--- src/rtl/rtc_bus_driver_if.sv ---
// Multiplexed address/data bus between the driver and the RTC chip.
// The top level owns the tristate and merges ad_out/ad_oe/ad_in onto one pad set.
interface rtc_bus_driver_if;
   logic       cs_n;
   logic       rd_n;
   logic       wr_n;
   logic       ad_sel;
   logic       ad_oe;
   logic [7:0] ad_out;
   logic [7:0] ad_in;

   modport master (
      output cs_n,
      output rd_n,
      output wr_n,
      output ad_sel,
      output ad_oe,
      output ad_out,
      input  ad_in
   );

   modport slave (
      input  cs_n,
      input  rd_n,
      input  wr_n,
      input  ad_sel,
      input  ad_oe,
      input  ad_out,
      output ad_in
   );
endinterface

--- src/rtl/rtc_bus_driver.sv ---
// Single-transaction RTC bus driver: an address phase followed by a write or read data phase,
// each split into setup/strobe/hold of T_PH cycles, then a completion pulse and a two-cycle guard gap.
module rtc_bus_driver #(
   parameter int T_PH = 4
) (
   input  logic                 clk,
   input  logic                 reset,
   input  logic [7:0]           dirout,
   input  logic [7:0]           dato,
   input  logic                 escritura,
   input  logic                 lectura,
   input  logic                 write,
   input  logic [3:0]           dir_reg,
   output logic                 fin,
   output logic                 busy,
   output logic [7:0]           dato_leido,
   output logic                 reg_we,
   output logic [3:0]           reg_addr,
   rtc_bus_driver_if.master     bus
);

   localparam logic [3:0] PH_LAST = 4'(T_PH - 1);

   typedef enum logic [3:0] {
      IDLE,
      ADDR_SETUP,
      ADDR_STROBE,
      ADDR_HOLD,
      DATA_SETUP,
      DATA_STROBE,
      DATA_HOLD,
      DONE,
      GAP
   } state_t;

   state_t     state;
   state_t     state_next;
   logic [3:0] cnt;
   logic [3:0] cnt_next;
   logic       phase_done;
   logic       accept;

   logic [7:0] addr_q;
   logic [7:0] data_q;
   logic       is_write_q;
   logic       store_q;
   logic [3:0] dir_q;
   logic [7:0] last_out;

   logic       cs_n_c;
   logic       rd_n_c;
   logic       wr_n_c;
   logic       ad_sel_c;
   logic       ad_oe_c;
   logic [7:0] ad_out_c;
   logic       fin_c;
   logic       reg_we_c;

   assign phase_done = (cnt == PH_LAST);
   assign accept     = (state == IDLE) && (escritura || lectura);

   always_ff @(posedge clk or posedge reset) begin
      if (reset) begin
         state <= IDLE;
         cnt   <= 4'd0;
      end else begin
         state <= state_next;
         cnt   <= cnt_next;
      end
   end

   // Phase states share one counter that wraps at T_PH; GAP reuses it to count its two cycles.
   always_comb begin
      state_next = state;
      cnt_next   = cnt;
      case (state)
         IDLE: begin
            cnt_next = 4'd0;
            if (accept) state_next = ADDR_SETUP;
         end
         ADDR_SETUP, ADDR_STROBE, ADDR_HOLD,
         DATA_SETUP, DATA_STROBE, DATA_HOLD: begin
            cnt_next = phase_done ? 4'd0 : cnt + 4'd1;
            if (phase_done) begin
               case (state)
                  ADDR_SETUP:  state_next = ADDR_STROBE;
                  ADDR_STROBE: state_next = ADDR_HOLD;
                  ADDR_HOLD:   state_next = DATA_SETUP;
                  DATA_SETUP:  state_next = DATA_STROBE;
                  DATA_STROBE: state_next = DATA_HOLD;
                  default:     state_next = DONE;
               endcase
            end
         end
         DONE: begin
            cnt_next   = 4'd0;
            state_next = GAP;
         end
         GAP: begin
            if (cnt == 4'd1) begin
               cnt_next   = 4'd0;
               state_next = IDLE;
            end else begin
               cnt_next = cnt + 4'd1;
            end
         end
         default: begin
            cnt_next   = 4'd0;
            state_next = IDLE;
         end
      endcase
   end

   // Bus outputs decode purely from state, so an asynchronous reset releases the bus at once.
   always_comb begin
      cs_n_c   = 1'b1;
      rd_n_c   = 1'b1;
      wr_n_c   = 1'b1;
      ad_sel_c = 1'b1;
      ad_oe_c  = 1'b0;
      ad_out_c = last_out;
      fin_c    = 1'b0;
      reg_we_c = 1'b0;
      case (state)
         ADDR_SETUP, ADDR_STROBE, ADDR_HOLD: begin
            cs_n_c   = 1'b0;
            ad_sel_c = 1'b0;
            ad_oe_c  = 1'b1;
            ad_out_c = addr_q;
            wr_n_c   = (state != ADDR_STROBE);
         end
         DATA_SETUP, DATA_STROBE, DATA_HOLD: begin
            cs_n_c   = 1'b0;
            ad_sel_c = 1'b1;
            if (is_write_q) begin
               ad_oe_c  = 1'b1;
               ad_out_c = data_q;
               wr_n_c   = (state != DATA_STROBE);
            end else begin
               rd_n_c   = (state != DATA_STROBE);
            end
         end
         DONE: begin
            fin_c    = 1'b1;
            reg_we_c = !is_write_q && store_q;
         end
         default: begin
            cs_n_c = 1'b1;
         end
      endcase
   end

   // Request fields are frozen at acceptance; read data is taken on the final strobe edge.
   always_ff @(posedge clk or posedge reset) begin
      if (reset) begin
         addr_q     <= 8'd0;
         data_q     <= 8'd0;
         is_write_q <= 1'b0;
         store_q    <= 1'b0;
         dir_q      <= 4'd0;
         dato_leido <= 8'd0;
         last_out   <= 8'd0;
      end else begin
         last_out <= ad_out_c;
         if (accept) begin
            addr_q     <= dirout;
            data_q     <= dato;
            is_write_q <= escritura;
            store_q    <= write;
            dir_q      <= dir_reg;
         end
         if ((state == DATA_STROBE) && phase_done && !is_write_q) begin
            dato_leido <= bus.ad_in;
         end
      end
   end

   assign bus.cs_n   = cs_n_c;
   assign bus.rd_n   = rd_n_c;
   assign bus.wr_n   = wr_n_c;
   assign bus.ad_sel = ad_sel_c;
   assign bus.ad_oe  = ad_oe_c;
   assign bus.ad_out = ad_out_c;
   assign fin        = fin_c;
   assign reg_we     = reg_we_c;
   assign busy       = (state != IDLE);
   assign reg_addr   = dir_q;

endmodule
--- src/flat_wrapper.sv ---
// flat-port wrapper written by rule: the top's interface ports become plain ports
module rtc_bus_driver_flat 
#(
   parameter int T_PH = 4
)
  (clk, reset, dirout, dato, escritura, lectura, write, dir_reg, fin, busy, dato_leido, reg_we, reg_addr, bus_cs_n, bus_rd_n, bus_wr_n, bus_ad_sel, bus_ad_oe, bus_ad_out, bus_ad_in);
  rtc_bus_driver_if bus_i ();
  input  logic clk;
  input  logic reset;
  input  logic [7:0] dirout;
  input  logic [7:0] dato;
  input  logic escritura;
  input  logic lectura;
  input  logic write;
  input  logic [3:0] dir_reg;
  output logic fin;
  output logic busy;
  output logic [7:0] dato_leido;
  output logic reg_we;
  output logic [3:0] reg_addr;
  output wire logic [$bits(bus_i.cs_n)-1:0] bus_cs_n;
  output wire logic [$bits(bus_i.rd_n)-1:0] bus_rd_n;
  output wire logic [$bits(bus_i.wr_n)-1:0] bus_wr_n;
  output wire logic [$bits(bus_i.ad_sel)-1:0] bus_ad_sel;
  output wire logic [$bits(bus_i.ad_oe)-1:0] bus_ad_oe;
  output wire logic [$bits(bus_i.ad_out)-1:0] bus_ad_out;
  input wire logic [$bits(bus_i.ad_in)-1:0] bus_ad_in;
  assign bus_cs_n = bus_i.cs_n;
  assign bus_rd_n = bus_i.rd_n;
  assign bus_wr_n = bus_i.wr_n;
  assign bus_ad_sel = bus_i.ad_sel;
  assign bus_ad_oe = bus_i.ad_oe;
  assign bus_ad_out = bus_i.ad_out;
  assign bus_i.ad_in = bus_ad_in;
  rtc_bus_driver #(.T_PH(T_PH)) u_core (.clk(clk), .reset(reset), .dirout(dirout), .dato(dato), .escritura(escritura), .lectura(lectura), .write(write), .dir_reg(dir_reg), .fin(fin), .busy(busy), .dato_leido(dato_leido), .reg_we(reg_we), .reg_addr(reg_addr), .bus(bus_i));
endmodule
--- config.mk ---
export PLATFORM = sky130hd
export DESIGN_NAME = rtc_bus_driver_flat
export DESIGN_NICKNAME = d
export VERILOG_FILES = /design/src/rtl/rtc_bus_driver_if.sv /design/src/rtl/rtc_bus_driver.sv /design/src/flat_wrapper.sv
export SDC_FILE = /design/constraint.sdc
export NUM_CORES = 1
export LEC_CHECK = 0
export CORE_MARGIN = 2
export CORE_UTILIZATION = 50
export CTS_CLUSTER_DIAMETER = 120
export DETAILED_ROUTE_END_ITERATION = 8
export GPL_TIMING_DRIVEN = 1
export PLACE_DENSITY = 0.83
export SKIP_CTS_REPAIR_TIMING = 1
export SYNTH_ARGS = -nofsm -noshare
export SYNTH_HDL_FRONTEND = slang
export SYNTH_SLANG_ARGS = --single-unit
--- constraint.sdc ---
create_clock -name clk -period 4.85 [get_ports clk]
set_input_delay 0.7275 -clock clk [delete_from_list [all_inputs] [get_ports clk]]
set_output_delay 0.7275 -clock clk [all_outputs]
set_load 0.1 [all_outputs]
**Routing congestion map**

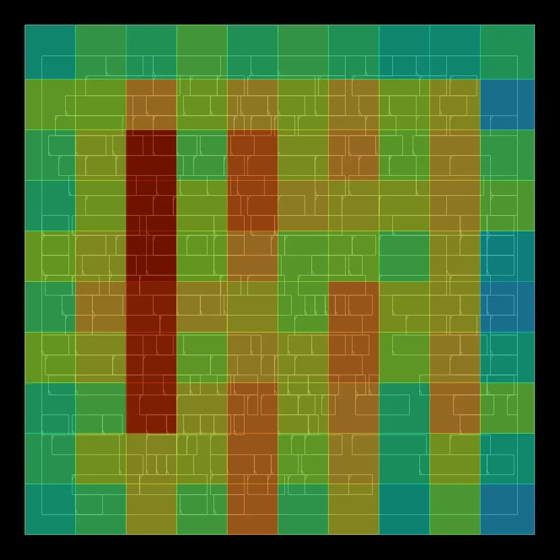
aggregate global-route resource usage: 0.202
busiest metal layer after global routing: met2
utilization of the core after routing: 0.712
routed len/inst: 16.0 µm
GR Util met2: 0.334

**Wires at chosen ports, followed through buffers**

Drawn at 6 px/µm.
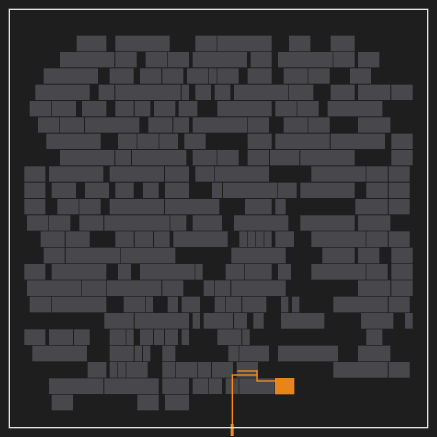
- orange: bus_cs_n (bits 1; direction output; edge south; end cells 1; buffers 1; wire 20.6 µm)
io pins: 61
port bufs: 60

==> COMMIT_EDITMSG <==
Store results of the implementation flow

* Global-route congestion overflow total: 0
* Synth logic family: multiplexers
* Cells after DPL: 263
- Share of synthesized cell area in and, or, nand and nor gates: 0.110
- Entering global routing, the biggest net connects 47 pins.
- Per the run report, area growth between synthesis and finish was 34.8%.
* Mapped Avg Cell Area: 13.4 µm²
- Relative area of clock buffers and inverters in the final design: 0.0476
- CTS buffer count: 5
- Per the skew report, the later register of the worst-skew pair sees a clock latency of 310 ps.
- Multiplexer share: 0.172
- For this run, the leading register cell type out of synthesis is sky130_fd_sc_hd__dfrtp_1.
- The final weighted congestion recorded by global placement is 0.886.
* Well-Tap Cells: 50
* Xor-xnor portion of the synthesized cell area: 0.00817
- According to the floorplan log, the row count is 23.
- Once routing completed, OpenROAD measured the worst setup slack at 1180 ps.
* Worst Hold Depth: 1
- Core Area: 4060 µm²
- Number of remaining DRC errors: 0
- Data arrival time of the critical path: 2940 ps
- Max frequency: 273 MHz
- Fraction of registers with async set or reset after synthesis: 1.00
* Number of levels in the clock H-tree: 2
- Post-synthesis chip area from yosys: 2140 µm²
- Number of filler instances in the final layout: 274
* Number of ordinary inverters in the final layout: 7
* Final total negative setup slack: 0 ps
- Looking at the critical path, the highest net fanout was 11.
- Setup violations remaining at the end of the flow were counted as 0.
- Relative slew margins: 0.301
* Number of vias per cell: 5.39
- Via count of the first global-routing pass: 1,577
- Of the available clock period, the critical path in the final layout requires 0.756.
- Of the synthesized area, sequential elements account for 0.537.
* Clock Sinks: 46
- In this run, the synthesized area fraction spent on AND-OR/OR-AND gates is recorded as 0.120.
* Vias after detailed routing: 1,462
- The number of different library cells used by synthesis comes to 43.
- Number of clock buffer instances in the layout: 5
- In the CTS report, the clock slew at the register clock pins of the worst setup and hold paths is listed as 80 ps.
- Counting the warning lines in the Yosys log gives 0.
- CTS tree: built
- The worst register-to-register path depth is 4.
- In this run, synthesis produced a sequential element count of 46.
* Setup clock skew after layout: 7.81 ps
* Proportion of cell area occupied by registers: 0.398
- The final layout contains routed wiring with a total length of 4.35 mm.
- Max_cap viols: 0
* Worst setup SP type: flip-flop
- Per the post-place timing report, worst setup slack is 1510 ps.
* Fin cells: 271
- Share of cells above drive strength 1: 0.127
- Hold is met by 484 ps.
* Largest area class, layout: registers
* Multi-input gate share of total cell area: 0.313
* Area used by multi-input combinational logic: 905 µm²
- Post-synthesis net count: 195
- Post-Place Cell Area: 2750 µm²
- Kind of capture point of the worst setup path: output port
- Buffering overhead: 0.210
- For the worst setup path, the data required time is 4120 ps.
- Count of instantiated cells in the yosys netlist: 160
- The number of antenna diodes in the final layout is 0.
* Chip area: 4830 µm²
- Counting pins that exceed their max-slew limit in the final report gives 0.
- Final hold violations: 0
- Run status: finished clean
- Antenna violations before repair: 0
* Starting Density: 0.529
- Final critical-path required period: 3670 ps
* Remaining antenna violation count after routing: 0
* Number of synthesized flops with an enable pin: 0
* Worst setup path class: reg2out
- Per the cell usage report, the commonest logic cells after layout are sky130_fd_sc_hd__clkdlybuf4s50_1, sky130_fd_sc_hd__dfrtp_1, sky130_fd_sc_hd__mux2_1, sky130_fd_sc_hd__a21o_1, sky130_fd_sc_hd__a22o_1.
- First DRT Iteration DRCs: 28
## cells in the mapped netlist (all sizes together), types with 2 or more instances
library cell / number / area, µm²
nand2b: 2 / 12.5
a22o: 9 / 78.8
nor2: 12 / 78.8
nand2: 4 / 15.0
nand3: 2 / 10.0
a21o: 10 / 75.1
inv: 7 / 26.3
a21oi: 2 / 10.0
or3: 2 / 17.5
nor4: 2 / 18.8
dfrtp: 46 / 1150
mux2: 30 / 368
buf: 6 / 55.1
ha: 2 / 25.0
clkbuf: 2 / 7.51
nor3: 4 / 31.3
## per-layer routing
metal  vias up  share of wire  track usage
li1        690              -            -
met1       724           0.42        0.246
met2        40           0.50        0.334
met3         8          0.050       0.0465
met4         0          0.024        0.105
met5         -              0            0
## critical path, stage by stage (launching register included)
cell                              delay (ps)
sky130_fd_sc_hd__dfrtp_1                 520
sky130_fd_sc_hd__nor2b_1                 200
sky130_fd_sc_hd__and3_1                  430
sky130_fd_sc_hd__a22o_1                  210
sky130_fd_sc_hd__a21o_1                  110
sky130_fd_sc_hd__clkdlybuf4s50_1        1140
## path summary, 6_finish.rpt
kind                                  from                 end  slack, ps
max                        u_core.state[2]       bus_ad_out[7]       1180
min                         u_core.store_q      u_core.store_q        480
max reg2reg                u_core.state[1]  u_core.reg_addr[2]       2320
min reg2reg                 u_core.store_q      u_core.store_q        480
max in group asynchronous            reset     u_core.state[3]       3620
min in group asynchronous            reset  u_core.reg_addr[1]        860
